congestion_map.png
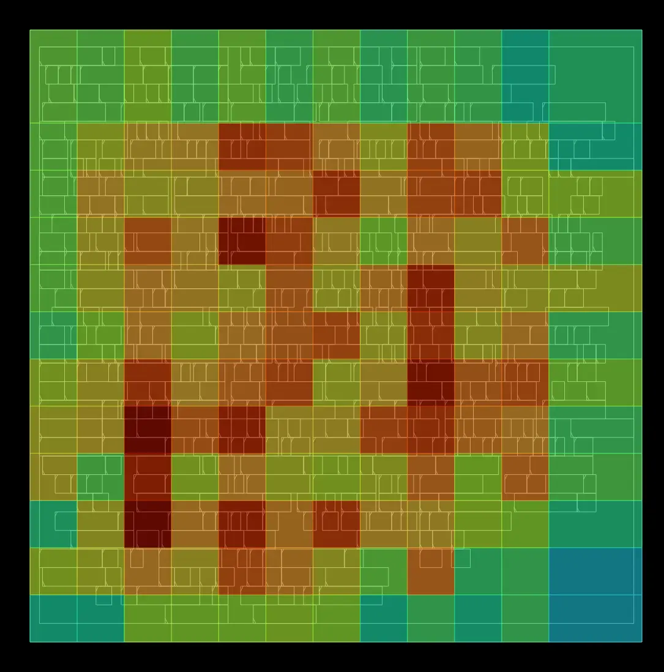
closeup.png
Scale bar: 10 um. Window x 47 to 87, y 2 to 42 um. Cells in gray, sequential cells in the stronger gray; small squares are vias.
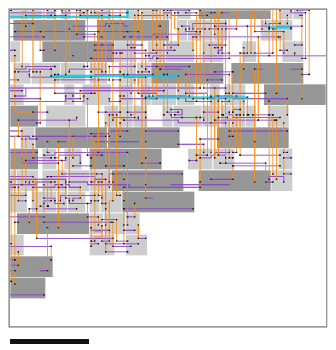
m3.png
Scale bar: 20 um. Cells faint in the background.
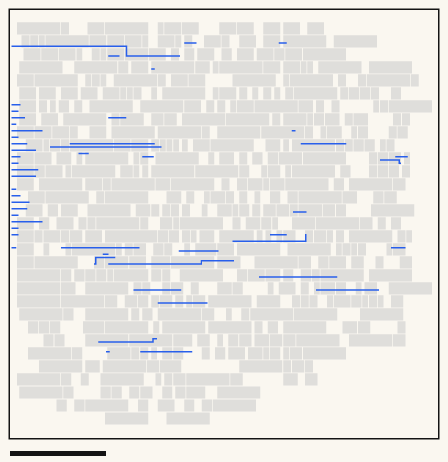
m1.png
Scale bar: 20 um. Supply wires on this layer in gray.
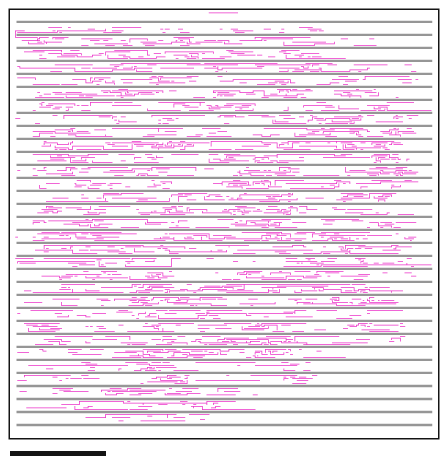
## src/rtl/masked_rand_source.sv

```systemverilog
// masked_rand_source
//   Producer of fresh randomness for masked gadgets, for example the per-pair
//   random bits of an HPC2 multiplier. A seeded 32-bit Galois LFSR supplies
//   the bits. It advances NUM_RAND single steps for every word it delivers.
//   After each seed the LFSR runs through a warm-up period, and output stops
//   once RESEED_PERIOD words have been delivered from the same seed.
//
// Parameters:
//   NUM_SHARES     share count of the consumer; NUM_RAND = NUM_SHARES*(NUM_SHARES-1)/2
//   WARMUP_CYCLES  advances after a seed before output is enabled (0 allowed)
//   RESEED_PERIOD  words per seed before output stops (0 = unlimited)
//
// Ports:
//   in_clock, in_reset         clock, asynchronous active-high reset
//   in_seed, in_seed_valid     seed offer from the system
//   out_seed_ready             a seed can be accepted this cycle
//   out_r, out_r_valid         random word and its valid flag (registered)
//   in_r_ready                 consumer takes out_r this cycle
//   out_reseed_req             reseed limit reached, output stopped
//   out_health_err             (only with MASKED_RAND_SOURCE_HEALTH_EN) sticky
//                              all-zero LFSR detector
//
// Optional feature macro: MASKED_RAND_SOURCE_HEALTH_EN

module masked_rand_source #(
  parameter int NUM_SHARES    = 2,
  parameter int WARMUP_CYCLES = 8,
  parameter int RESEED_PERIOD = 1024,
  localparam int NUM_RAND     = NUM_SHARES * (NUM_SHARES - 1) / 2
) (
  input  logic                in_clock,
  input  logic                in_reset,
  input  logic [31:0]         in_seed,
  input  logic                in_seed_valid,
  output logic                out_seed_ready,
  output logic [NUM_RAND-1:0] out_r,
  output logic                out_r_valid,
  input  logic                in_r_ready,
`ifdef MASKED_RAND_SOURCE_HEALTH_EN
  output logic                out_health_err,
`endif
  output logic                out_reseed_req
);

  localparam logic [31:0] TAPS        = 32'hA3000000;
  localparam logic [31:0] WARM_LAST   = 32'(WARMUP_CYCLES - 1);
  localparam logic [31:0] RESEED_P    = 32'(RESEED_PERIOD);
  localparam logic [31:0] RESEED_LAST = 32'(RESEED_PERIOD - 1);

  // The word width has to fit inside the 32-bit LFSR. It also has to be at
  // least one bit, so a single-share consumer is rejected as well.
  if (NUM_RAND > 32 || NUM_RAND < 1) begin : g_bad_num_rand
    $error("masked_rand_source: NUM_RAND must be in 1..32");
  end

  typedef enum logic [1:0] {
    ST_UNSEEDED,
    ST_WARMUP,
    ST_RUN,
    ST_STALE
  } state_t;

  state_t      state_q, state_d;
  logic [31:0] lfsr_q, lfsr_d;
  logic [31:0] warm_cnt_q, warm_cnt_d;
  logic [31:0] word_cnt_q, word_cnt_d;
  logic [31:0] seed_fixed;
  logic        health_active;
  logic        seed_accept;
  logic        take;

  // One advance is NUM_RAND chained Galois steps. They are unrolled into a
  // single combinational cone so that a full word is produced every cycle.
  function automatic logic [31:0] lfsr_advance(input logic [31:0] s);
    logic [31:0] v;
    v = s;
    for (int i = 0; i < NUM_RAND; i++) begin
      v = {1'b0, v[31:1]} ^ (v[0] ? TAPS : 32'h0);
    end
    return v;
  endfunction

`ifdef MASKED_RAND_SOURCE_HEALTH_EN
  logic health_err_q, health_err_d;
  assign health_active  = health_err_q;
  assign out_health_err = health_err_q;
`else
  assign health_active  = 1'b0;
`endif

  // An all-zero seed would lock the LFSR, so it is replaced by 1.
  // While reset is held, seed_ready is forced low so that no seed can be
  // taken during reset. A raised health error reopens the seed path even in
  // warm-up, because reseeding is the only recovery apart from reset.
  assign seed_fixed     = (in_seed == 32'h0) ? 32'h1 : in_seed;
  assign out_seed_ready = !in_reset && ((state_q != ST_WARMUP) || health_active);
  assign out_r_valid    = (state_q == ST_RUN) && !health_active;
  assign out_reseed_req = (state_q == ST_STALE);
  assign out_r          = lfsr_q[NUM_RAND-1:0];
  assign seed_accept    = in_seed_valid && out_seed_ready;
  assign take           = out_r_valid && in_r_ready;

  // The next-state logic handles warm-up counting and word delivery with
  // reseed limiting. An accepted seed is applied last, so it overrides any
  // advance in the same cycle. The word delivered in that cycle still counts
  // as taken, but the word counter restarts anyway.
  always_comb begin
    state_d    = state_q;
    lfsr_d     = lfsr_q;
    warm_cnt_d = warm_cnt_q;
    word_cnt_d = word_cnt_q;
`ifdef MASKED_RAND_SOURCE_HEALTH_EN
    health_err_d = health_err_q;
`endif

    case (state_q)
      ST_WARMUP: begin
        lfsr_d     = lfsr_advance(lfsr_q);
        warm_cnt_d = warm_cnt_q + 32'd1;
        if (warm_cnt_q == WARM_LAST) begin
          state_d = ST_RUN;
        end
      end
      ST_RUN: begin
        if (take) begin
          lfsr_d = lfsr_advance(lfsr_q);
          if (RESEED_PERIOD != 0) begin
            if (word_cnt_q < RESEED_P) begin
              word_cnt_d = word_cnt_q + 32'd1;
            end
            if (word_cnt_q == RESEED_LAST) begin
              state_d = ST_STALE;
            end
          end
        end
      end
      default: begin
      end
    endcase

`ifdef MASKED_RAND_SOURCE_HEALTH_EN
    if (((state_q == ST_WARMUP) || (state_q == ST_RUN)) && (lfsr_q == 32'h0)) begin
      health_err_d = 1'b1;
    end
`endif

    if (seed_accept) begin
      lfsr_d     = seed_fixed;
      warm_cnt_d = 32'h0;
      word_cnt_d = 32'h0;
      state_d    = (WARMUP_CYCLES == 0) ? ST_RUN : ST_WARMUP;
`ifdef MASKED_RAND_SOURCE_HEALTH_EN
      health_err_d = 1'b0;
`endif
    end
  end

  // State register. Reset is asynchronous, so the outputs fall to their
  // reset values as soon as in_reset rises, without waiting for a clock edge.
  always_ff @(posedge in_clock or posedge in_reset) begin
    if (in_reset) begin
      state_q    <= ST_UNSEEDED;
      lfsr_q     <= 32'h0;
      warm_cnt_q <= 32'h0;
      word_cnt_q <= 32'h0;
    end else begin
      state_q    <= state_d;
      lfsr_q     <= lfsr_d;
      warm_cnt_q <= warm_cnt_d;
      word_cnt_q <= word_cnt_d;
    end
  end

`ifdef MASKED_RAND_SOURCE_HEALTH_EN
  // The health flag is sticky. Only reset or a fresh seed clears it.
  always_ff @(posedge in_clock or posedge in_reset) begin
    if (in_reset) begin
      health_err_q <= 1'b0;
    end else begin
      health_err_q <= health_err_d;
    end
  end
`endif

endmodule

```

## config.mk

```make
export PLATFORM = sky130hd
export DESIGN_NAME = masked_rand_source
export DESIGN_NICKNAME = d
export VERILOG_FILES = /design/src/rtl/masked_rand_source.sv
export SDC_FILE = /design/constraint.sdc
export NUM_CORES = 1
export LEC_CHECK = 0
export ABC_CLOCK_PERIOD_IN_PS = 9450
export CAP_MARGIN = 20
export CORE_UTILIZATION = 62
export CTS_BUF_LIST = sky130_fd_sc_hd__clkbuf_8 sky130_fd_sc_hd__clkbuf_16
export DETAILED_ROUTE_END_ITERATION = 8
export PLACE_DENSITY = 0.88
export SKIP_CTS_REPAIR_TIMING = 1
export SLEW_MARGIN = 25
export SYNTH_ARGS = -nofsm -noshare
export SYNTH_HDL_FRONTEND = slang
export SYNTH_SLANG_ARGS = --single-unit
```

## constraint.sdc

```tcl
create_clock -name in_clock -period 9.45 [get_ports in_clock]
set_input_delay 1.4175 -clock in_clock [delete_from_list [all_inputs] [get_ports in_clock]]
set_output_delay 1.4175 -clock in_clock [all_outputs]
set_load 0.05 [all_outputs]
```

==> highlights.md <==
### Final layout
- **nets** 538
- **area taken by flip-flops and latches** 2452 sq um
- **fraction of final layout cells with drive strength greater than 1** 5.545%
- **layout-stage area growth over the synthesis result** 13.04%
- **most frequently placed logic cells in the final layout** sky130_fd_sc_hd__dfrtp_1, sky130_fd_sc_hd__nand2_1, sky130_fd_sc_hd__o21ai_0, sky130_fd_sc_hd__clkdlybuf4s50_1

### Worst setup path
- **arrival time at the worst endpoint** 2.82 ns
- **WP depth** 3
- **delay of the slowest critical-path stage** 0.81 ns
- **Critical Path, Cell by Cell** clkdlybuf4s50_1, nor2_1, clkdlybuf4s50_1
- **category of the worst setup path launch point** input pin
- **worst r2r dst** warm_cnt_q[20]
- **worst endpoint required time** 8.03 ns
- **cell count of the worst reg-to-reg path** 5

### Logic synthesis
- **number of cells in Yosys stat** 477
- **proportion of synthesized flip-flops having asynchronous set or reset** 100.0%
- **Synthesized Nets** 515
- **ranking of synthesized cells by area** sky130_fd_sc_hd__dfrtp_1, sky130_fd_sc_hd__mux2i_1, sky130_fd_sc_hd__o21ai_0
- **mean instance size in the synthesized netlist** 9.955 sq um
- **adder-cell share of the synthesized area** 0.5270%
- **fraction of the mapped netlist area in simple logic gates** 23.40%
- **largest area contributor in the synthesized netlist** sky130_fd_sc_hd__dfrtp_1
- **top area contributor share** 51.65%

### Clocking
- **latest clock arrival within the worst-skew pair** 0.36 ns
- **CTS tree** built
- **clock sink count** 98
- **clock-pin slew on the worst setup and hold paths** 0.09 ns
- **Bufs on Longest Clock Path** 2

### Final timing
- **Tcrit/Tclk final** 44.85%
- **Least-Margin Pin Slew** 0.9983 ns
- **Achievable Freq** 235.9 MHz
- **final number of setup-violating endpoints** 0
- **number of hold-slack violations in the final timing report** 0
- **total negative slack for setup checks** 0 ns
- **number of pins with negative max-slew slack in the final report** 0

### Worst hold path
- **Worst Hold Depth** 2
- **Hold Path Origin** lfsr_q[22]

### Place
- **number of port buffers** 39

### Run
- **tool warning count** 26
- **count of maximum capacitance violations** 0

### Floorplan
- **count of boundary I/O pins** 40
- **placeable core area** 7331 sq um
- **total die area** 8013 sq um
- **Vert. Die Dim** 89.52 um

### GRT
- **first-pass GRT wire length** 16.17 mm
- **pin count of the biggest net entering global routing** 73

### Detailed routing
- **DRC viols** 0

### Status
- **outcome** complete, no violations

Back to the opening pictures, congestion_map.png:
final core utilization: 73.22%
GRT Overall Usage: 26.76%
routed length per instance: 16.06 um
met1 track demand over resource: 36.03%

Back to the opening pictures, closeup.png:
Key: purple = M1; cyan = M3; orange = M2
76 logic cells have their middle in the window. Most frequent: dfrtp_1 (15), a21oi_1 (8). Netlist names of flops here include warm_cnt_q (10), word_cnt_q (5). Sequential cells in the window: 15.

Back to the opening pictures, m3.png:
The layer carries 315 um of wire. The longest straight run is 23.9 um. The layer holds 3.3% of the routed length.
drt total wl: 9.701 mm
global routing usage on met3: 4.063%
detailed-route via count: 3735

Back to the opening pictures, m1.png:
The layer holds 45% of the routed length. The wires run mostly horizontal.

-- flip-flops by register name, summed over array words and instances, names as in the netlist --
register / flops
word_cnt_q: 32
state_q: 2
lfsr_q: 32
warm_cnt_q: 32
-- per-stage QoR --
stage / hold slack, ns / setup WS (ns)
2_1_floorplan: 0.4492 / 5.470
3_3_place_gp: 0.4616 / 5.238
3_5_place_dp: 0.4719 / 5.214
4_1_cts: 0.4947 / 5.216
5_1_grt: 0.5147 / 5.147
6_report: 0.4930 / 5.211
-- logic make-up after synthesis --
| kind of cell | after synthesis |
|---|---|
| adders and majority gates | 2 |
| muxes | 32 |
| and+or+nand+nor | 194 |
| xor gates and xnor gates | 12 |
| buffers and inverters | 39 |
| AOI/OAI and AO/OA | 100 |
| DFF | 98 |
-- report_power, final --
part	switching [uW]	leakage [uW]	total [uW]	internal (uW)
clock	148	0.000100	278	130
combinational	231	0.000875	385	154
sequential	88.5	0.00131	608	519
total	467	0.00228	1270	804
-- metal layers --
| metal | track usage [%] | wire length, um |
|---|---|---|
| met4 | 9.668 | 138 |
| met2 | 44.48 | 4929 |
| met1 | 36.03 | 4318 |
| met5 | 0 | 0 |
| met3 | 4.063 | 315 |
-- worst reg2reg max path, delay by kind of cell (launching register included) --
kind | cells | cell delay [ns]
AND-OR/OR-AND | 1 | 0.18
adder cells (fa/ha/maj) | 1 | 0.24
flip-flops | 1 | 0.42
AND/OR/NAND/NOR | 3 | 1.55
-- area by class of cell --
type / instances / area share (%)
sequential: 98 / 45.69
clock buffer: 10 / 2.564
tap: 99 / 2.308
multi-input combinational: 340 / 39.93
inverter: 10 / 0.7226
clock inverter: 6 / 1.235
timing repair buffer: 41 / 7.552
Power and IR drop assume default switching activity.
